$ cat config.mk
export PLATFORM = sky130hd
export DESIGN_NAME = estagio_busca
export DESIGN_NICKNAME = d
export VERILOG_FILES = /design/src/rtl/estagio_busca.sv
export SDC_FILE = /design/constraint.sdc
export NUM_CORES = 1
export LEC_CHECK = 0
export CAP_MARGIN = 5
export CELL_PAD_IN_SITES_DETAIL_PLACEMENT = 1
export CELL_PAD_IN_SITES_GLOBAL_PLACEMENT = 1
export CORE_UTILIZATION = 42
export DETAILED_ROUTE_END_ITERATION = 10
export PLACE_DENSITY = 0.86
export SLEW_MARGIN = 20
export SYNTH_ARGS = -nofsm -noshare
export SYNTH_HDL_FRONTEND = slang
export SYNTH_SLANG_ARGS = --single-unit
$ cat constraint.sdc
create_clock -name clk -period 3.25 [get_ports clk]
set_clock_uncertainty 0.1 [all_clocks]
set_input_delay 0.65 -clock clk [delete_from_list [all_inputs] [get_ports clk]]
set_output_delay 0.65 -clock clk [all_outputs]
set_load 0.005 [all_outputs]
$ cat src/rtl/estagio_busca.sv
// Instruction fetch stage with IF/ID register; holds the PC and keeps at most one memory request in flight.
// Latency: with a zero-wait memory, an instruction reaches IF/ID two cycles after its request is issued; peak rate is one every 2 cycles.
// Backpressure: imem_req stays up with a stable address until imem_ready; stall freezes IF/ID and parks one response in a buffer.
module estagio_busca #(
    parameter logic [31:0] PC_RESET = 32'h0000_0000,
    parameter logic [31:0] PASSO_PC = 32'd4
) (
    input  logic        clk,
    input  logic        rst_n,
    output logic        imem_req,
    output logic [31:0] imem_addr,
    input  logic        imem_ready,
    input  logic        imem_valid,
    input  logic [31:0] imem_rdata,
    input  logic        stall,
    input  logic        branch_taken,
    input  logic [31:0] branch_target,
    output logic [31:0] instr_id,
    output logic [31:0] pc_id,
    output logic        valid_id,
    output logic [6:0]  opcode_id
);

    typedef enum logic [1:0] {INICIO, PEDIDO, ESPERA, RETEM} estado_t;

    estado_t     estado_q, estado_d;
    logic [31:0] pc_q, pc_d;
    logic [31:0] req_addr_q, req_addr_d;
    logic        descarte_q, descarte_d;
    logic [31:0] buf_instr_q, buf_instr_d;
    logic [31:0] buf_pc_q, buf_pc_d;
    logic [31:0] instr_id_q, instr_id_d;
    logic [31:0] pc_id_q, pc_id_d;
    logic        valid_id_q, valid_id_d;

    // Redirect target is word aligned; the low two bits are dropped.
    logic [31:0] alvo;
    logic [31:0] prox_seq;
    assign alvo     = branch_target & ~32'd3;
    assign prox_seq = req_addr_q + PASSO_PC;

    // State and datapath registers; reset abandons any request in flight.
    always_ff @(posedge clk or negedge rst_n) begin
        if (!rst_n) begin
            estado_q    <= INICIO;
            pc_q        <= PC_RESET;
            req_addr_q  <= PC_RESET;
            descarte_q  <= 1'b0;
            buf_instr_q <= 32'd0;
            buf_pc_q    <= 32'd0;
            instr_id_q  <= 32'd0;
            pc_id_q     <= 32'd0;
            valid_id_q  <= 1'b0;
        end else begin
            estado_q    <= estado_d;
            pc_q        <= pc_d;
            req_addr_q  <= req_addr_d;
            descarte_q  <= descarte_d;
            buf_instr_q <= buf_instr_d;
            buf_pc_q    <= buf_pc_d;
            instr_id_q  <= instr_id_d;
            pc_id_q     <= pc_id_d;
            valid_id_q  <= valid_id_d;
        end
    end

    // Next state: a redirect always returns to issuing, except that a request already presented must finish.
    always_comb begin
        estado_d = estado_q;
        case (estado_q)
            INICIO: estado_d = PEDIDO;
            PEDIDO: if (imem_ready) estado_d = ESPERA;
            ESPERA: begin
                if (imem_valid) begin
                    if (branch_taken || descarte_q || !stall) estado_d = PEDIDO;
                    else                                      estado_d = RETEM;
                end
            end
            RETEM: if (branch_taken || !stall) estado_d = PEDIDO;
            default: estado_d = INICIO;
        endcase
    end

    // Datapath: PC, request address, discard flag, stall buffer and IF/ID contents.
    always_comb begin
        pc_d        = pc_q;
        req_addr_d  = req_addr_q;
        descarte_d  = descarte_q;
        buf_instr_d = buf_instr_q;
        buf_pc_d    = buf_pc_q;
        instr_id_d  = instr_id_q;
        pc_id_d     = pc_id_q;
        valid_id_d  = valid_id_q;

        // Decode free and nothing new: insert a bubble, keeping pc_id.
        if (!stall) begin
            instr_id_d = 32'd0;
            valid_id_d = 1'b0;
        end
        // Redirect outranks stall: IF/ID is flushed regardless.
        if (branch_taken) begin
            instr_id_d = 32'd0;
            valid_id_d = 1'b0;
            pc_d       = alvo;
        end

        case (estado_q)
            INICIO: req_addr_d = branch_taken ? alvo : pc_q;
            PEDIDO: begin
                // The presented request cannot be withdrawn, so its answer is marked for dropping.
                if (branch_taken) descarte_d = 1'b1;
            end
            ESPERA: begin
                if (branch_taken) begin
                    if (imem_valid) begin
                        descarte_d = 1'b0;
                        req_addr_d = alvo;
                    end else begin
                        descarte_d = 1'b1;
                    end
                end else if (imem_valid) begin
                    if (descarte_q) begin
                        // pc already holds the redirect target.
                        descarte_d = 1'b0;
                        req_addr_d = pc_q;
                    end else if (!stall) begin
                        instr_id_d = imem_rdata;
                        pc_id_d    = req_addr_q;
                        valid_id_d = 1'b1;
                        pc_d       = prox_seq;
                        req_addr_d = prox_seq;
                    end else begin
                        buf_instr_d = imem_rdata;
                        buf_pc_d    = req_addr_q;
                    end
                end
            end
            RETEM: begin
                if (branch_taken) begin
                    req_addr_d = alvo;
                end else if (!stall) begin
                    instr_id_d = buf_instr_q;
                    pc_id_d    = buf_pc_q;
                    valid_id_d = 1'b1;
                    pc_d       = buf_pc_q + PASSO_PC;
                    req_addr_d = buf_pc_q + PASSO_PC;
                end
            end
            default: ;
        endcase
    end

    // Outputs: the request is only raised while issuing; opcode comes straight off IF/ID.
    always_comb begin
        imem_req  = (estado_q == PEDIDO);
        imem_addr = req_addr_q;
        instr_id  = instr_id_q;
        pc_id     = pc_id_q;
        valid_id  = valid_id_q;
        opcode_id = instr_id_q[6:0];
    end

endmodule
Fig. 1: signal wires on met2
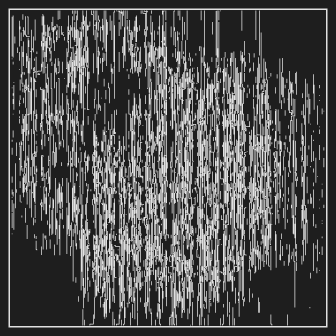
The longest straight run is 70.4 µm. 1260 nets have wire on it. The wires run mostly vertical. The layer carries 18700 µm of wire. The layer holds 49% of the routed length.

Fig. 2: met1 routing
Scale bar: 50 µm.
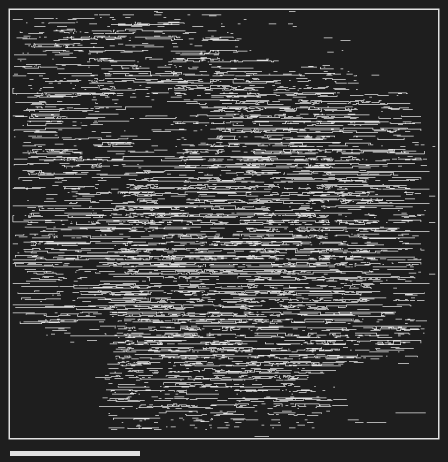
The layer holds 41% of the routed length. The wires run mostly horizontal. The longest straight run is 37.3 µm.

Fig. 3: signal metal coverage by tile
Scale bar: 50 µm. 33 x 33 tiles, from black (low) to pale yellow (high), scaled to the fullest tile. Values are wire area over tile area, all layers added.
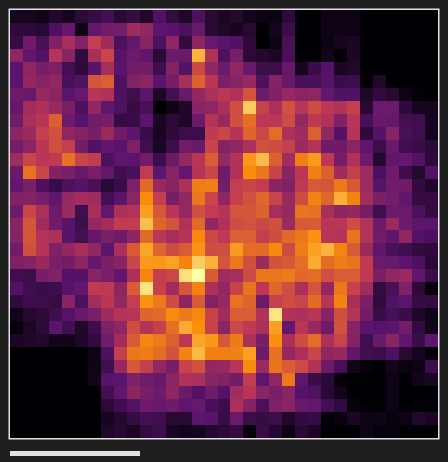
The fullest tile reaches 0.72. The emptiest ninth of the die: north-east. 23% of the tiles are over half the peak. The mean over all tiles is 0.23. The densest ninth of the die: centre. 12% of the tiles are nearly empty.

==> results.json <==
{
  "outcome": "complete, no violations",
  "port-buffer-count": 172,
  "routed-wl-met2_mm": 18.7,
  "cp_max_fo": 10,
  "core_um2": 26000,
  "top_logic_kind": "AND-OR/OR-AND gates",
  "sh_comb_area": 0.400,
  "ys_async_sr_fraction": 1.00,
  "wl_met1_mm": 15.7,
  "ys_cells": 1160,
  "synthesis.nets": 1236,
  "cts_setup_buffers": 0,
  "nWellTaps": 335,
  "ys_sh_simple": 0.149,
  "start_kind": "input port",
  "clk_pin_slew_worst_paths_ns": 0.08,
  "grt.busiest_layer": "met2",
  "yosys.area_share.xor_xnor": 0.0441,
  "slowest_delay_ns": 0.58,
  "drt-vias-per-instance": 6.23,
  "lay_top_count": "dfrtp_1",
  "flop-count": 196,
  "cp_num_buf_inv": 2,
  "ys_types": 70,
  "nNetsFinal": 1381,
  "endpoint_kind": "flop",
  "met3WireLength_mm": 2.73,
  "finalMaxSlewViolations": 0,
  "clk_latency_ns": 0.46,
  "die_h_um": 165,
  "top_layer_used": "met4",
  "ys_sh_adder": 0.00676,
  "vias": 10300,
  "grt_pass1_vias": 10800,
  "cts_buffer_depth": 2,
  "postSynthSeqShare": 0.442,
  "fin_crit_sh": 0.874,
  "drc": 0,
  "cts_sinks": 196,
  "arrival_ns": 3.05,
  "cap_viol_max_count": 0,
  "layout_top_cells": "dfrtp_1, clkdlybuf4s50_1, nand2_1, nor2_1, a21oi_1",
  "antenna_found_initial": 0,
  "ys_area_um2": 11100,
  "synthTopCellsByCount": "dfrtp_1, nand2_1, nor2_1, a21oi_1, mux2_2",
  "edf_count": 0,
  "dieArea_um2": 27100,
  "hpwl_mm": 26.2,
  "ctsResizeCount": 0,
  "cts_hold_buf": 0,
  "inverters": 42,
  "dr.pass1.iters": 8,
  "area_delta_synth_final_pct": 24.7,
  "max_slew_margin": 0.513,
  "synthesis.area_um2": 11100,
  "largest_cell_class": "combinational gates",
  "top_area_frac": 0.442,
  "yosysTopAreaCell": "dfrtp_1",
  "fp_util": 0.427,
  "reg2regPathDepth": 8,
  "dp_cells": 1621,
  "fmax_mhz": 352,
  "hp-class": "in -> async",
  "buffers": 225,
  "min_period_ns": 2.84,
  "critPathSlowestCell": "clkdlybuf4s50_1",
  "chipWidth_um": 165,
  "cts-htree-levels": 4,
  "power_w": 0.0104,
  "grtUsageMet3": 0.0542,
  "clock_buffers": 17,
  "yosys_warnings": 0,
  "fin_tns_setup_ns": 0,
  "crit_chain": "clkdlybuf4s50_1 > buf_4 > nor3b_1 > nand3_1 > o21ai_0 > nand2_1 > o221ai_1 > o221ai_1",
  "gp_congestion": 0.941,
  "finalHoldViolCount": 0,
  "nFillCells": 2909,
  "worst-setup-path-type": "in -> reg",
  "tightest_slew_ns": 0.723,
  "syn_avg_cell_area_um2": 9.57,
  "timing.rr.start": "estado_q[0]",
  "crit_required_ns": 3.46,
  "mux_share": 0.122,
  "grt_setup_unrepaired": "false",
  "drt_wl_total_mm": 38.4,
  "setup_viol_count_final": 0,
  "cp-endpoint": "pc_q[13]",
  "crit_top_cell": "o221ai_1",
  "logic_gate_count": 823,
  "buffer_area_frac": 0.157,
  "clock_area_frac": 0.0481,
  "powerDensity_nw_per_um2": 748,
  "cp_top_family": "simple AND/OR/NAND/NOR gates",
  "seq_share": 0.354,
  "leakagePower_nw": 5.90,
  "topCellsByArea": "dfrtp_1, mux2_2, mux2i_1",
  "ios": 175,
  "fin_area_um2": 13900,
  "tool_warnings": 31,
  "drive_gt1_frac": 0.141,
  "grtUsageMet2": 0.478,
  "grt_max_degree": 78,
  "cts_tree": "yes",
  "synth_top_cell_by_count": "dfrtp_1",
  "diodes": 0
}
Fig. 4: cell area per tile
Scale bar: 50 µm. 16 x 16 tiles, from black (low) to pale yellow (high), 0 to 100% covered.
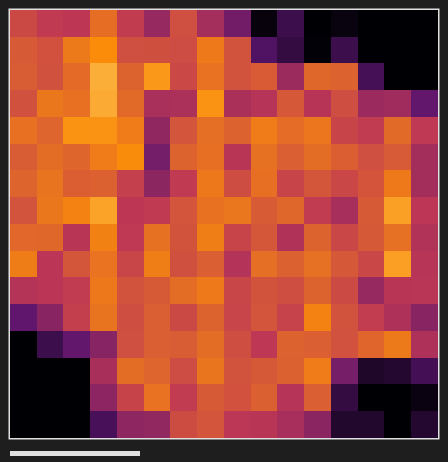
9.4% of the tiles are nearly empty. The mean over all tiles is 50%. 4.3% of the tiles are over 75% full. The fullest tile reaches 83%.

Fig. 5: track usage over the die
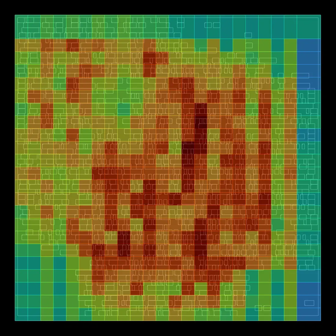
WL/cell: 23.2 µm
met1 Track Usage GR: 0.362
GR Util All Layers: 0.288

[registers in the layout, summed over array words and instances, names as in the netlist]
register,cells
estado_q,2
imem_addr,32
buf_instr_q,32
valid_id,1
pc_id,32
pc_q,32
descarte_q,1
instr_id,32
buf_pc_q,32
[through the flow]
stage | utilization | setup slack (ns) | hold WS (ns)
finish | 0.533 | 0.410 | 0.130
global route | 0.533 | 0.331 | 0.176
CTS | 0.533 | 0.491 | 0.164
detailed placement | 0.507 | 0.158 | 0.381
global placement | 0.507 | 0.253 | 0.371
floorplan | - | 0.854 | 0.254
[power by group]
group	internal [W]	switching, W	total, W
Clock	0.00112	0.00127	0.00238
Combinational	0.00195	0.00226	0.00421
Sequential	0.00303	0.000743	0.00377
